### I/O nets highlighted

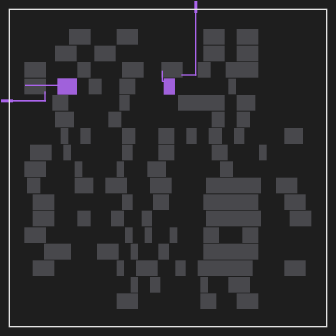
### Met1 routing

Supply wires on this layer in grey.
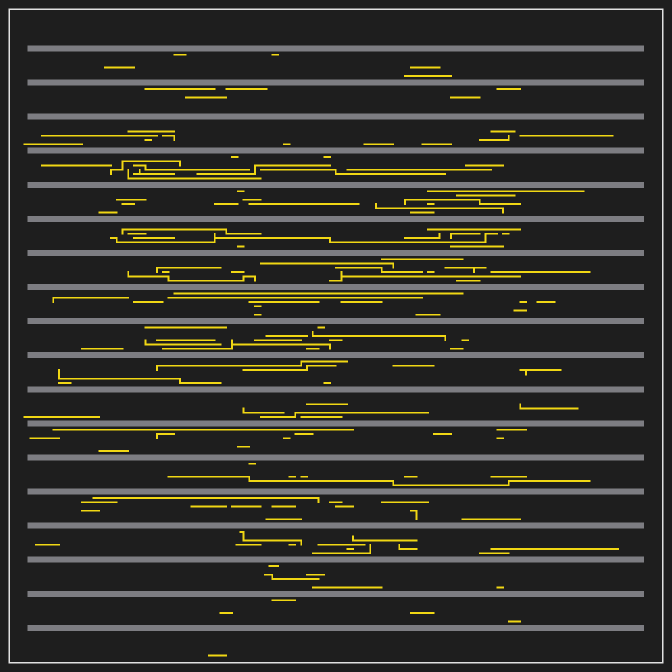
### Cell density map

The die is cut into 10 by 10 equal tiles; white is low, dark blue is high, 0 to 100% covered.
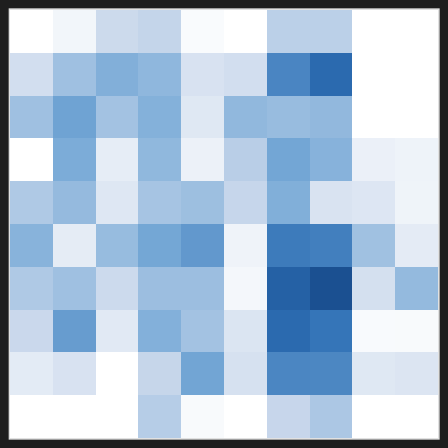
### Routing congestion map

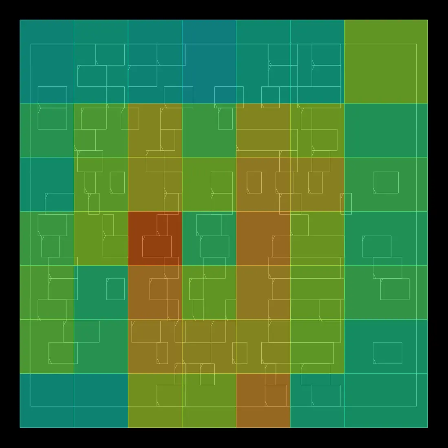
**src/rtl/multicycle_control.sv**
```systemverilog
// ---------------------------------------------------------------------------
// multicycle_control
//
// Main control FSM for a multicycle RV32-style datapath. It sequences
// fetch, decode, address generation, memory access, execute and writeback.
// Outputs are decoded from the current state only. The exception is the
// instruction-fetch enables, which also wait for mem_ready.
//
// Ports
//   clk          rising-edge clock
//   rst_n        asynchronous active-low reset
//   opcode_in    instruction register bits [6:0] (used in DECODE/MEMADR)
//   mem_ready    memory completion for FETCH, MEMRD and MEMWR
//   ALUop_out    ALU class: 00 add, 01 sub/compare, 10 use func fields
//   ALUSrcA, ALUSrcB, PCSource, MemtoReg           datapath mux selects
//   PCWrite, PCWriteCond, IRWrite, MemRead,
//   MemWrite, RegWrite                             datapath enables
//   illegal_op   one-cycle registered pulse for an unsupported opcode
//   state_out    current state encoding (debug)
// ---------------------------------------------------------------------------
module multicycle_control #(
    parameter int STATE_W = 4
) (
    input  logic               clk,
    input  logic               rst_n,
    input  logic [6:0]         opcode_in,
    input  logic               mem_ready,
    output logic [1:0]         ALUop_out,
    output logic               ALUSrcA,
    output logic [1:0]         ALUSrcB,
    output logic               PCSource,
    output logic               MemtoReg,
    output logic               PCWrite,
    output logic               PCWriteCond,
    output logic               IRWrite,
    output logic               MemRead,
    output logic               MemWrite,
    output logic               RegWrite,
    output logic               illegal_op,
    output logic [STATE_W-1:0] state_out
);

    localparam logic [3:0] FETCH  = 4'd0;
    localparam logic [3:0] DECODE = 4'd1;
    localparam logic [3:0] MEMADR = 4'd2;
    localparam logic [3:0] MEMRD  = 4'd3;
    localparam logic [3:0] MEMWB  = 4'd4;
    localparam logic [3:0] MEMWR  = 4'd5;
    localparam logic [3:0] EXEC   = 4'd6;
    localparam logic [3:0] ALUWB  = 4'd7;
    localparam logic [3:0] BRANCH = 4'd8;

    localparam logic [6:0] OP_RTYPE = 7'b0110011;
    localparam logic [6:0] OP_LOAD  = 7'b0000011;
    localparam logic [6:0] OP_STORE = 7'b0100011;
    localparam logic [6:0] OP_BEQ   = 7'b1100011;

    logic [3:0] state;
    logic [3:0] state_next;
    logic       op_supported;

    assign op_supported = (opcode_in == OP_RTYPE) || (opcode_in == OP_LOAD) ||
                          (opcode_in == OP_STORE) || (opcode_in == OP_BEQ);

    assign state_out = STATE_W'(state);

    // State register. Reset lands directly in FETCH, so the decoded outputs
    // show the FETCH values while reset is held. Any instruction in flight
    // is dropped before it can write.
    always_ff @(posedge clk or negedge rst_n) begin
        if (!rst_n) begin
            state      <= FETCH;
            illegal_op <= 1'b0;
        end else begin
            state      <= state_next;
            illegal_op <= (state == DECODE) && !op_supported;
        end
    end

    // Next-state logic. The opcode is only consulted in DECODE and MEMADR.
    // Unused encodings fall back to FETCH.
    always_comb begin
        state_next = FETCH;
        case (state)
            FETCH:   state_next = mem_ready ? DECODE : FETCH;
            DECODE: begin
                if (opcode_in == OP_LOAD || opcode_in == OP_STORE)
                    state_next = MEMADR;
                else if (opcode_in == OP_RTYPE)
                    state_next = EXEC;
                else if (opcode_in == OP_BEQ)
                    state_next = BRANCH;
                else
                    state_next = FETCH;
            end
            MEMADR: begin
                if (opcode_in == OP_LOAD)
                    state_next = MEMRD;
                else if (opcode_in == OP_STORE)
                    state_next = MEMWR;
                else
                    state_next = FETCH;
            end
            MEMRD:   state_next = mem_ready ? MEMWB : MEMRD;
            MEMWB:   state_next = FETCH;
            MEMWR:   state_next = mem_ready ? FETCH : MEMWR;
            EXEC:    state_next = ALUWB;
            ALUWB:   state_next = FETCH;
            BRANCH:  state_next = FETCH;
            default: state_next = FETCH;
        endcase
    end

    // Output decode. Every signal defaults to 0. Each state then raises only
    // the controls it uses. ALUop_out is never driven to 11.
    always_comb begin
        ALUop_out   = 2'b00;
        ALUSrcA     = 1'b0;
        ALUSrcB     = 2'b00;
        PCSource    = 1'b0;
        MemtoReg    = 1'b0;
        PCWrite     = 1'b0;
        PCWriteCond = 1'b0;
        IRWrite     = 1'b0;
        MemRead     = 1'b0;
        MemWrite    = 1'b0;
        RegWrite    = 1'b0;
        case (state)
            FETCH: begin
                MemRead = 1'b1;
                ALUSrcB = 2'b01;
                IRWrite = mem_ready;
                PCWrite = mem_ready;
            end
            DECODE: begin
                ALUSrcB = 2'b10;
            end
            MEMADR: begin
                ALUSrcA = 1'b1;
                ALUSrcB = 2'b10;
            end
            MEMRD: begin
                MemRead = 1'b1;
            end
            MEMWB: begin
                RegWrite = 1'b1;
                MemtoReg = 1'b1;
            end
            MEMWR: begin
                MemWrite = 1'b1;
            end
            EXEC: begin
                ALUSrcA   = 1'b1;
                ALUop_out = 2'b10;
            end
            ALUWB: begin
                RegWrite = 1'b1;
            end
            BRANCH: begin
                ALUSrcA     = 1'b1;
                ALUop_out   = 2'b01;
                PCWriteCond = 1'b1;
                PCSource    = 1'b1;
            end
            default: ;
        endcase
    end

endmodule

```
**config.mk**
```make
export PLATFORM = sky130hd
export DESIGN_NAME = multicycle_control
export DESIGN_NICKNAME = d
export VERILOG_FILES = /design/src/rtl/multicycle_control.sv
export SDC_FILE = /design/constraint.sdc
export NUM_CORES = 1
export LEC_CHECK = 0
export CELL_PAD_IN_SITES_DETAIL_PLACEMENT = 2
export CELL_PAD_IN_SITES_GLOBAL_PLACEMENT = 2
export CORE_UTILIZATION = 21
export CTS_CLUSTER_DIAMETER = 100
export DETAILED_ROUTE_END_ITERATION = 16
export PLACE_DENSITY_LB_ADDON = 0.1
export RECOVER_POWER = 25
export SLEW_MARGIN = 0
export SYNTH_ARGS = -nofsm -noshare
export SYNTH_HDL_FRONTEND = slang
export SYNTH_SLANG_ARGS = --single-unit
export TNS_END_PERCENT = 100
```
**constraint.sdc**
```tcl
create_clock -name clk -period 2.95 [get_ports clk]
set_input_delay 0.4425 -clock clk [delete_from_list [all_inputs] [get_ports clk]]
set_output_delay 0.4425 -clock clk [all_outputs]
set_load 0.02 [all_outputs]
```
==> out/summary.log <==
qor: worst_setup_path.worst_setup_path_end ALUSrcB[1]
qor: global_routing.globalRouteOverflowTotal 0
qor: clock_network.cts_root_buf sky130_fd_sc_hd__clkbuf_4
qor: final_timing.tightest_slew 0.6173 ns
qor: final_timing.clock-skew-final 0.00005446 ns
qor: worst_setup_path.critical_setup_path_class reg2out
qor: yosys.post_synth_xor_area_fraction 0.03333
qor: worst_setup_path.timing.critical_path.from state_out[0]$_DFF_PN0_
qor: placement.placed_cell_count 112
qor: final_timing.period_minus_ws_final 2.534 ns
qor: worst_setup_path.worstPathCellList xor2_1 -> and2_1 -> clkdlybuf4s50_1
qor: yosys.yosys.area.top_type_share 0.2381
qor: detailed_routing.routed-via-count 547
qor: yosys.synth.lib_cells_used.distinct 29
qor: detailed_routing.remaining_drc_errors 0
qor: clock_network.tritoncts.num_buffers 3
qor: final_timing.hold_slack 0.4950 ns
qor: yosys.post_synth.cell_area_avg 8.211 um^2
qor: clock_network.path_clk_slew 0.04 ns
qor: power_and_ir_drop.comb-power 0.0000632 W
qor: detailed_routing.routedLengthMet1 719 um
qor: worst_setup_path.regToRegStartpoint state_out[0]$_DFF_PN0_
qor: global_routing.grt_first_pass_wirelength 2573 um
qor: yosys.yosys.cell_count.top_type sky130_fd_sc_hd__nor2_1
qor: power_and_ir_drop.power_clock 0.0000745 W
qor: clock_network.worst_skew_pair.late_latency 0.23 ns
qor: final_timing.finalCritPeriodShare 0.8588
qor: worst_setup_path.crit_family flip-flops
qor: status.result_of_the_run completed
qor: flow_run.cap_viol_max_count 0
qor: worst_setup_path.timing.critical_path.slowest_cell_delay 0.73 ns
qor: yosys.synth_async_sr_flop_share 1.000
qor: power_and_ir_drop.leakage 0.3092 nW
qor: yosys.synth-edff-count 0
qor: yosys.cell_count_listed_in_synth_stat_txt 64
qor: yosys.compound_area_frac 0.1167
qor: floorplanning.die_area 0.002707 mm^2
qor: finish.layoutNonFillerInstCount 116
qor: clock_network.cts_hold_buf 0
qor: finish.finalInstanceArea 798.3 um^2
qor: final_timing.setup_slack 0.4165 ns
qor: final_timing.finalSetupViolCount 0
qor: global_routing.gr-usage-all-layers 0.1343
qor: detailed_routing.met3_length 35 um
qor: placement.hpwl 1227 um
## Picture notes: 'I/O nets highlighted'
`ALUop_out`: drawn in purple, bits 2, direction output, edge 1 left, 1 top, end cells 2, buffers 2, wire 27.3 um.
I/O pins: 28
count of buffers inserted at the top-level ports: 27

## Picture notes: 'Met1 routing'
The longest straight run is 23.9 um. The layer carries 719 um of wire. 85 nets have wire on it. The layer holds 45% of the routed length. The wires run mostly horizontal.

## Picture notes: 'Cell density map'
The mean over all tiles is 28%. 16% of the tiles are nearly empty. The fullest tile reaches 87%.
Starting Density: 0.2309
standard cell core area: 0.002276 mm^2

## Picture notes: 'Routing congestion map'
global-route track usage on met2: 0.2393
routed length per instance: 13.70 um
end-of-flow core utilization: 0.3507
busiest layer in global routing: met2

cells in the final DEF (no fill, tap or decap), types with 2 or more instances in the layout:
cell and n:
sky130_fd_sc_hd__o21ai_1 3, sky130_fd_sc_hd__a21oi_1 2, sky130_fd_sc_hd__nand4_1 2, sky130_fd_sc_hd__nor3b_1 4, sky130_fd_sc_hd__a31oi_1 2, sky130_fd_sc_hd__clkdlybuf4s50_1 25, sky130_fd_sc_hd__nand3_1 2, sky130_fd_sc_hd__dlygate4sd3_1 2
sky130_fd_sc_hd__dfrtp_1 5, sky130_fd_sc_hd__nor2b_1 4, sky130_fd_sc_hd__nor3_1 4, sky130_fd_sc_hd__and2_1 2, sky130_fd_sc_hd__xor2_1 2, sky130_fd_sc_hd__clkbuf_4 3, sky130_fd_sc_hd__nor4b_1 2, sky130_fd_sc_hd__nand2_1 2
sky130_fd_sc_hd__inv_1 3, sky130_fd_sc_hd__nor2_1 7
metal layers:
metal,vias up,global-route usage
li1,271,-
met4,0,0.08108
met5,-,0
met1,264,0.1489
met3,0,0.01754
met2,12,0.2393
cell families (layout without fill, tap and decap cells):
kind of cell / Yosys count / count (layout)
compound gates: 9 / 9
xor+xnor: 2 / 2
fa+ha+maj: 1 / 1
buf+inv: 11 / 35
flops: 5 / 5
simple gates: 36 / 36
layout make-up:
cell class	instances	area, um^2	area share
multi-input cells	48	322.8	0.4044
repair buffers	28	277.8	0.3480
flip-flops and latches	5	125.1	0.1567
well taps	28	35.03	0.04389
clock buffers	4	26.28	0.03292
inverters	3	11.26	0.01411
registers in the layout, summed over array words and instances, names as in the netlist:
signal	cells
illegal_op	1
state_out	4
No activity file was given, so power comes from the tool's default toggle rates.
